**src/rtl/csr_issue_gate_if.sv**
```systemverilog
// Handshake bundle between the CSR issue fifo, the commit stage and execute_csr.
// The master modport drives the fifo/commit inputs; the slave modport is the gate.
interface csr_issue_gate_if #(
  parameter int ROB_ID_WIDTH    = 5,
  parameter int STALL_CNT_WIDTH = 16
);
  logic                       issue_csr_fifo_data_out_valid;
  logic [ROB_ID_WIDTH-1:0]    issue_csr_fifo_data_out_rob_id;
  logic                       commit_enable;
  logic                       commit_next_handle_rob_id_valid;
  logic [ROB_ID_WIDTH-1:0]    commit_next_handle_rob_id;
  logic                       commit_committed_rob_id_valid;
  logic [ROB_ID_WIDTH-1:0]    commit_committed_rob_id;
  logic                       commit_flush;
  logic                       gate_excsr_valid;
  logic                       gate_busy;
  logic [ROB_ID_WIDTH-1:0]    gate_pending_rob_id;
  logic [STALL_CNT_WIDTH-1:0] stall_count;

  modport master (
    output issue_csr_fifo_data_out_valid, issue_csr_fifo_data_out_rob_id,
    output commit_enable, commit_next_handle_rob_id_valid, commit_next_handle_rob_id,
    output commit_committed_rob_id_valid, commit_committed_rob_id, commit_flush,
    input  gate_excsr_valid, gate_busy, gate_pending_rob_id, stall_count
  );

  modport slave (
    input  issue_csr_fifo_data_out_valid, issue_csr_fifo_data_out_rob_id,
    input  commit_enable, commit_next_handle_rob_id_valid, commit_next_handle_rob_id,
    input  commit_committed_rob_id_valid, commit_committed_rob_id, commit_flush,
    output gate_excsr_valid, gate_busy, gate_pending_rob_id, stall_count
  );
endinterface

```
**src/rtl/csr_issue_gate.sv**
```systemverilog
// Serialises CSR ops: grants the fifo head only when it is the oldest uncommitted op,
// holds the gate closed until that op retires, and counts stalled head cycles.
//
//  state       | meaning
//  ST_IDLE     | nothing in flight; head may be granted when it is next to commit
//  ST_WAIT     | one granted CSR op awaiting retirement (pending_rob_id)
module csr_issue_gate #(
  parameter int ROB_ID_WIDTH    = 5,
  parameter int STALL_CNT_WIDTH = 16
) (
  input logic              clk,
  input logic              rst,
  csr_issue_gate_if.slave  gate_if
);
  typedef enum logic {ST_IDLE = 1'b0, ST_WAIT = 1'b1} state_t;

  state_t                     state, state_nxt;
  logic [ROB_ID_WIDTH-1:0]    pending_rob_id;
  logic [STALL_CNT_WIDTH-1:0] stall_count;
  logic                       head_ok;
  logic                       retire_hit;
  logic                       grant;
  logic                       busy;

  assign head_ok = gate_if.commit_enable & gate_if.commit_next_handle_rob_id_valid
                 & (gate_if.commit_next_handle_rob_id == gate_if.issue_csr_fifo_data_out_rob_id);
  assign retire_hit = gate_if.commit_committed_rob_id_valid
                    & (gate_if.commit_committed_rob_id == pending_rob_id);

  always_ff @(posedge clk) begin
    if (!rst) state <= ST_IDLE;
    else      state <= state_nxt;
  end

  always_comb begin
    state_nxt = state;
    case (state)
      ST_IDLE: if (grant) state_nxt = ST_WAIT;
      ST_WAIT: if (retire_hit) state_nxt = ST_IDLE;
      default: state_nxt = ST_IDLE;
    endcase
    if (gate_if.commit_flush) state_nxt = ST_IDLE;
  end

  // grant is combinational so execute_csr sees it in the same cycle the head qualifies
  always_comb begin
    grant = 1'b0;
    busy  = 1'b0;
    case (state)
      ST_IDLE: grant = gate_if.issue_csr_fifo_data_out_valid & head_ok & ~gate_if.commit_flush;
      ST_WAIT: busy  = 1'b1;
      default: ;
    endcase
  end

  always_ff @(posedge clk) begin
    if (!rst) begin
      pending_rob_id <= '0;
      stall_count    <= '0;
    end else begin
      if (gate_if.commit_flush) pending_rob_id <= '0;
      else if (grant)           pending_rob_id <= gate_if.issue_csr_fifo_data_out_rob_id;
      if (gate_if.issue_csr_fifo_data_out_valid & ~grant & ~gate_if.commit_flush
          & (stall_count != '1))
        stall_count <= stall_count + STALL_CNT_WIDTH'(1);
    end
  end

  assign gate_if.gate_excsr_valid    = grant;
  assign gate_if.gate_busy           = busy;
  assign gate_if.gate_pending_rob_id = pending_rob_id;
  assign gate_if.stall_count         = stall_count;
endmodule

```
**src/flat_wrapper.sv**
```systemverilog
// flat-port wrapper written by rule: the top's interface ports become plain ports
module csr_issue_gate_flat 
#(
  parameter int ROB_ID_WIDTH    = 5,
  parameter int STALL_CNT_WIDTH = 16
)
  (clk, rst, gate_if_issue_csr_fifo_data_out_valid, gate_if_issue_csr_fifo_data_out_rob_id, gate_if_commit_enable, gate_if_commit_next_handle_rob_id_valid, gate_if_commit_next_handle_rob_id, gate_if_commit_committed_rob_id_valid, gate_if_commit_committed_rob_id, gate_if_commit_flush, gate_if_gate_excsr_valid, gate_if_gate_busy, gate_if_gate_pending_rob_id, gate_if_stall_count);
  csr_issue_gate_if #(.ROB_ID_WIDTH(ROB_ID_WIDTH), .STALL_CNT_WIDTH(STALL_CNT_WIDTH)) gate_if_i ();
  input logic clk;
  input logic rst;
  input wire logic [$bits(gate_if_i.issue_csr_fifo_data_out_valid)-1:0] gate_if_issue_csr_fifo_data_out_valid;
  input wire logic [$bits(gate_if_i.issue_csr_fifo_data_out_rob_id)-1:0] gate_if_issue_csr_fifo_data_out_rob_id;
  input wire logic [$bits(gate_if_i.commit_enable)-1:0] gate_if_commit_enable;
  input wire logic [$bits(gate_if_i.commit_next_handle_rob_id_valid)-1:0] gate_if_commit_next_handle_rob_id_valid;
  input wire logic [$bits(gate_if_i.commit_next_handle_rob_id)-1:0] gate_if_commit_next_handle_rob_id;
  input wire logic [$bits(gate_if_i.commit_committed_rob_id_valid)-1:0] gate_if_commit_committed_rob_id_valid;
  input wire logic [$bits(gate_if_i.commit_committed_rob_id)-1:0] gate_if_commit_committed_rob_id;
  input wire logic [$bits(gate_if_i.commit_flush)-1:0] gate_if_commit_flush;
  output wire logic [$bits(gate_if_i.gate_excsr_valid)-1:0] gate_if_gate_excsr_valid;
  output wire logic [$bits(gate_if_i.gate_busy)-1:0] gate_if_gate_busy;
  output wire logic [$bits(gate_if_i.gate_pending_rob_id)-1:0] gate_if_gate_pending_rob_id;
  output wire logic [$bits(gate_if_i.stall_count)-1:0] gate_if_stall_count;
  assign gate_if_i.issue_csr_fifo_data_out_valid = gate_if_issue_csr_fifo_data_out_valid;
  assign gate_if_i.issue_csr_fifo_data_out_rob_id = gate_if_issue_csr_fifo_data_out_rob_id;
  assign gate_if_i.commit_enable = gate_if_commit_enable;
  assign gate_if_i.commit_next_handle_rob_id_valid = gate_if_commit_next_handle_rob_id_valid;
  assign gate_if_i.commit_next_handle_rob_id = gate_if_commit_next_handle_rob_id;
  assign gate_if_i.commit_committed_rob_id_valid = gate_if_commit_committed_rob_id_valid;
  assign gate_if_i.commit_committed_rob_id = gate_if_commit_committed_rob_id;
  assign gate_if_i.commit_flush = gate_if_commit_flush;
  assign gate_if_gate_excsr_valid = gate_if_i.gate_excsr_valid;
  assign gate_if_gate_busy = gate_if_i.gate_busy;
  assign gate_if_gate_pending_rob_id = gate_if_i.gate_pending_rob_id;
  assign gate_if_stall_count = gate_if_i.stall_count;
  csr_issue_gate #(.ROB_ID_WIDTH(ROB_ID_WIDTH), .STALL_CNT_WIDTH(STALL_CNT_WIDTH)) u_core (.clk(clk), .rst(rst), .gate_if(gate_if_i));
endmodule
```
**config.mk**
```make
export PLATFORM = sky130hd
export DESIGN_NAME = csr_issue_gate_flat
export DESIGN_NICKNAME = d
export VERILOG_FILES = /design/src/rtl/csr_issue_gate_if.sv /design/src/rtl/csr_issue_gate.sv /design/src/flat_wrapper.sv
export SDC_FILE = /design/constraint.sdc
export NUM_CORES = 1
export LEC_CHECK = 0
export CAP_MARGIN = 20
export CORE_MARGIN = 1
export CORE_UTILIZATION = 35
export DETAILED_ROUTE_END_ITERATION = 8
export PLACE_DENSITY = 0.73
export SLEW_MARGIN = 30
export SYNTH_ARGS = -nofsm -noshare
export SYNTH_HDL_FRONTEND = slang
export SYNTH_SLANG_ARGS = --single-unit
```
**constraint.sdc**
```tcl
create_clock -name clk -period 5.2 [get_ports clk]
set_input_delay 1.04 -clock clk [delete_from_list [all_inputs] [get_ports clk]]
set_output_delay 1.04 -clock clk [all_outputs]
set_load 0.01 [all_outputs]
```
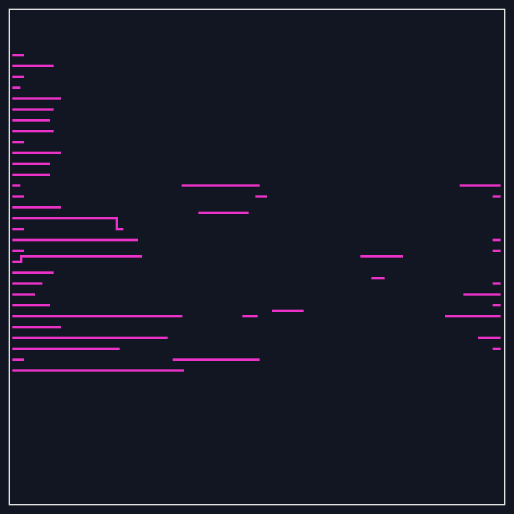
Fig. 1. M3 wires.
(8 px per micron)
main direction	horizontal
share of all routed wire	8.0%
longest straight run	21.2 microns

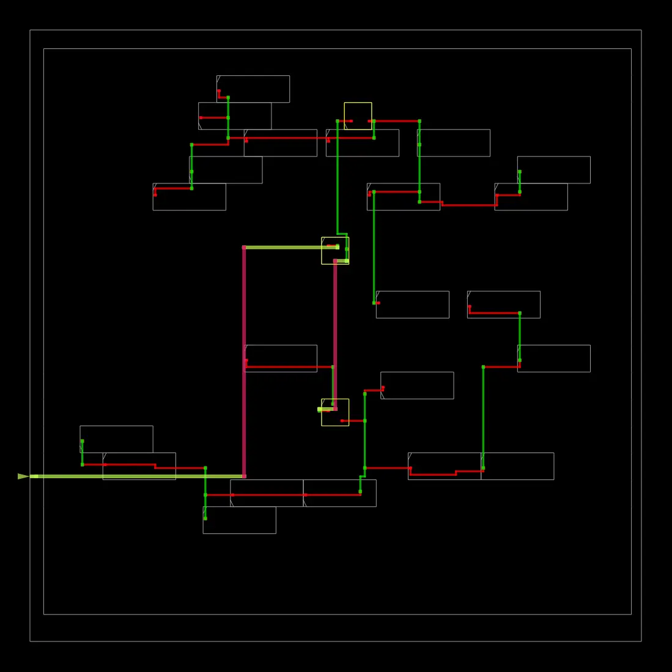
Fig. 2. The clock network.
CLK BUF: 3
clk_lat worst skew: 0.31 ns
seq_cells: 22

==> Slide: Implementation Results <==
Run Summary

Layout
  • Inverter count: 4
  • Dominant logic cell types in the final layout: 44 x clkdlybuf4s50_1, 22 x dfxtp_1, 10 x xnor2_1, 10 x a21oi_1, 9 x nor2_1
  • Storage element area: 440 sq um
  • Layout Cells excl Fill: 230
  • Most flops, register: u_core.gate_if.stall_count
  • N_diodes: 0
  • Multi-input combinational area share: 43.6%
  • Comb gates: 111
  • Max reg flops: 16
  • Share of layout cells above drive strength 1: 4.89%
  • Biggest Area Class: combinational gates
  • Nets@finish: 209
  • Seq area share: 25.5%
  • Clock-cell share: 1.30%
  • Final Util: 51.1%
  • Most common logic cell in the routed design: clkdlybuf4s50_1
  • Area delta synth->final: 38.6%
  • Signal buf overhead: 25.5%
  • Comb area: 754 sq um

Power
  • Total Power: 285 uW
  • Logic pwr share: 13.2%
  • Net Sw Power: 66.3 uW
  • Pwr per Cell Area: 164 nW/um^2
  • Peak supply drop: 0.0713 mV
  • Pwr top: sequential cells
  • Comb power: 37.5 uW
  • Internal: 218 uW
  • Power Sequential: 170 uW
  • Pleak: 0.000573 uW
  • Clk power: 76.7 uW
  • Sequential Power Share: 59.9%
  • Switching share of total power: 23.3%
  • Clock share of power: 27.0%

Timing
  • Hold Violations, Final: 0
  • Final slew viol count: 0
  • # setup viols final: 0
  • Final setup TNS: 0 ns
  • Worst-Margin Slew: 0.743 ns
  • Fin Clk Skew: 0.00912 ns
  • Min Tclk post-route: 4.10 ns
  • RSZ-0062 raised after global routing: no
  • Slew HR: 50.4%
  • Final period utilization: 78.9%
  • F_max: 0.244 GHz
  • Final hold slack: 0.521 ns

Logic synthesis
  • Synth Cell Area: 1250 sq um
  • Seq/Total Area, Yosys: 35.3%
  • Synth logic family: simple AND/OR/NAND/NOR gates
  • Synth mux share: 6.41%
  • Dominant synthesized flop cell: dfxtp_1
  • Synth cell types: 41
  • XOR/XNOR Area Share: 7.01%
  • Synthesis area per yosys: 1250 sq um
  • Adder share: 1.00%
  • Syn Inst Count: 143
  • Mean Syn Cell Area: 8.73 sq um
  • Ys cells: 143
  • Synthesis-stage register bit count: 22
  • Syn. warnings: 0
  • Post-synth net total: 166
  • Aoi/oai-family share of the synthesized area: 15.0%
  • Asr flop ratio synth: 0%
  • Synth Area in Simple Gates: 30.8%

Outcome
  • Status: completed

Die
  • # Taps: 46
  • Die Size: 3810 sq um
  • Core Box Area: 3390 sq um
  • Fp util: 36.8%
  • Die y size: 61.7 microns
  • Ports: 45
  • # rows: 21
  • Die width: 61.7 microns

Drt
  • Final wirelength: 3220 microns
  • Routed Antenna Nets: 0
  • Via Count: 1259
  • # DRC: 0
  • Routed length per instance: 14.0 microns
  • Initial DRT Pass Iterations: 4
  • Vias/cell: 5.47
  • Initial DRC Count: 134

Clock network
  • Root Driver: clkbuf_4
  • CTS tree: built
  • Num CTS Buffers: 3
  • Longest Clk Path Bufs: 2
  • H-Tree Depth: 1
  • CTS clk-pin slew, worst paths: 0.11 ns
  • PostCTS Resize Cnt: 0
  • Sink Count: 22
  • Hold Buf Count CTS: 0
  • Setup bufs post-CTS: 0

Worst setup path
  • WP data required: 4.16 ns
  • CP most frequent cell: clkdlybuf4s50_1
  • Worst Path Max Fanout: 7
  • Cell breakdown of the critical path: clkdlybuf4s50_1, xnor2_1, nand4_1, or3_1, inv_1, clkdlybuf4s50_1
  • Worst Path Buf+Inv: 3
  • R2R cell count: 6
  • R2r endpoint: u_core.gate_if.stall_count[4]
  • FF-to-FF Start: u_core.gate_if.stall_count[0]
  • R2R Setup Slk: 3.09 ns
  • Critical Path Slowest Stage Cell: clkdlybuf4s50_1
  • Startpoint type of the worst setup path: input pin
  • Crit end category: primary output
  • WP depth: 6
  • Worst Setup SP: gate_if_issue_csr_fifo_data_out_rob_id[4]
  • CP top delay family: buffers and inverters
  • CP arrival: 3.06 ns
  • CP max stage delay: 0.54 ns
  • Worst Setup EP: gate_if_gate_excsr_valid
  • Critical setup path kind: in2out

Placed design
  • Post-DP HPWL: 2500 microns
  • IO Port Bufs: 44
  • RePlAce Congestion: 0.759
  • Placed Area: 1710 sq um
  • Placed cells: 227
  • Dpl ws: 1.10 ns

GRT
  • Initial antenna violation count: 0
  • Vias in the first global route: 1158
  • Overall global routing resource usage: 18.4%
  • First-pass GRT wire length: 5200 microns
  • Global route overflow: 0
  • Largest net degree at the start of global routing: 22

Worst hold path
  • Worst min path class: reg2reg
  • WHS Endpoint: u_core.state
  • Critical hold path startpoint: u_core.state

Run
  • Max cap viols: 0
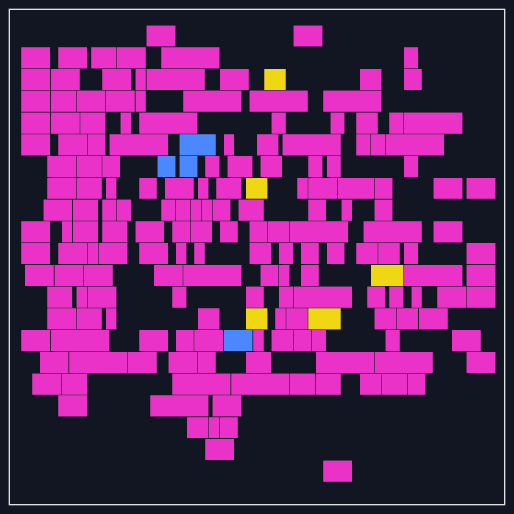
Fig. 3. Drive-strength map.
(8 px per micron)
colour	size	cells
magenta	drive 1 or less	175
blue	drive 2	4
yellow	drive 3 to 4	5
Design Area, Final: 1730 sq um
PnR worst setup slack: 1.10 ns
Buffers excl. clock: 44

Yosys cell counts (3+ instances only):
library cell   n  share of area [%]
nand4_1        8                4.0
o21ai_0        5                2.0
inv_1          3               0.90
a21oi_1       10                4.0
nand2_1        8                2.4
o31ai_1        6                3.6
nor2_1        10                3.0
dfxtp_1       22                 35
nand3_1        6                2.4
mux2i_1        8                6.4
xnor2_1       10                7.0
or4_1          6                3.6
nand2b_1       6                3.0
routing by layer:
| layer | track usage, % | vias up | part of all wire [%] | routed length (microns) |
|---|---|---|---|---|
| li1 | - | 621 | - | - |
| met5 | 0 | - | 0 | 0 |
| met4 | 8.25 | 0 | 1.2 | 38 |
| met1 | 22.8 | 581 | 43 | 1370 |
| met3 | 5.18 | 4 | 8.0 | 257 |
| met2 | 29.8 | 53 | 48 | 1550 |
Power and IR drop assume default switching activity.
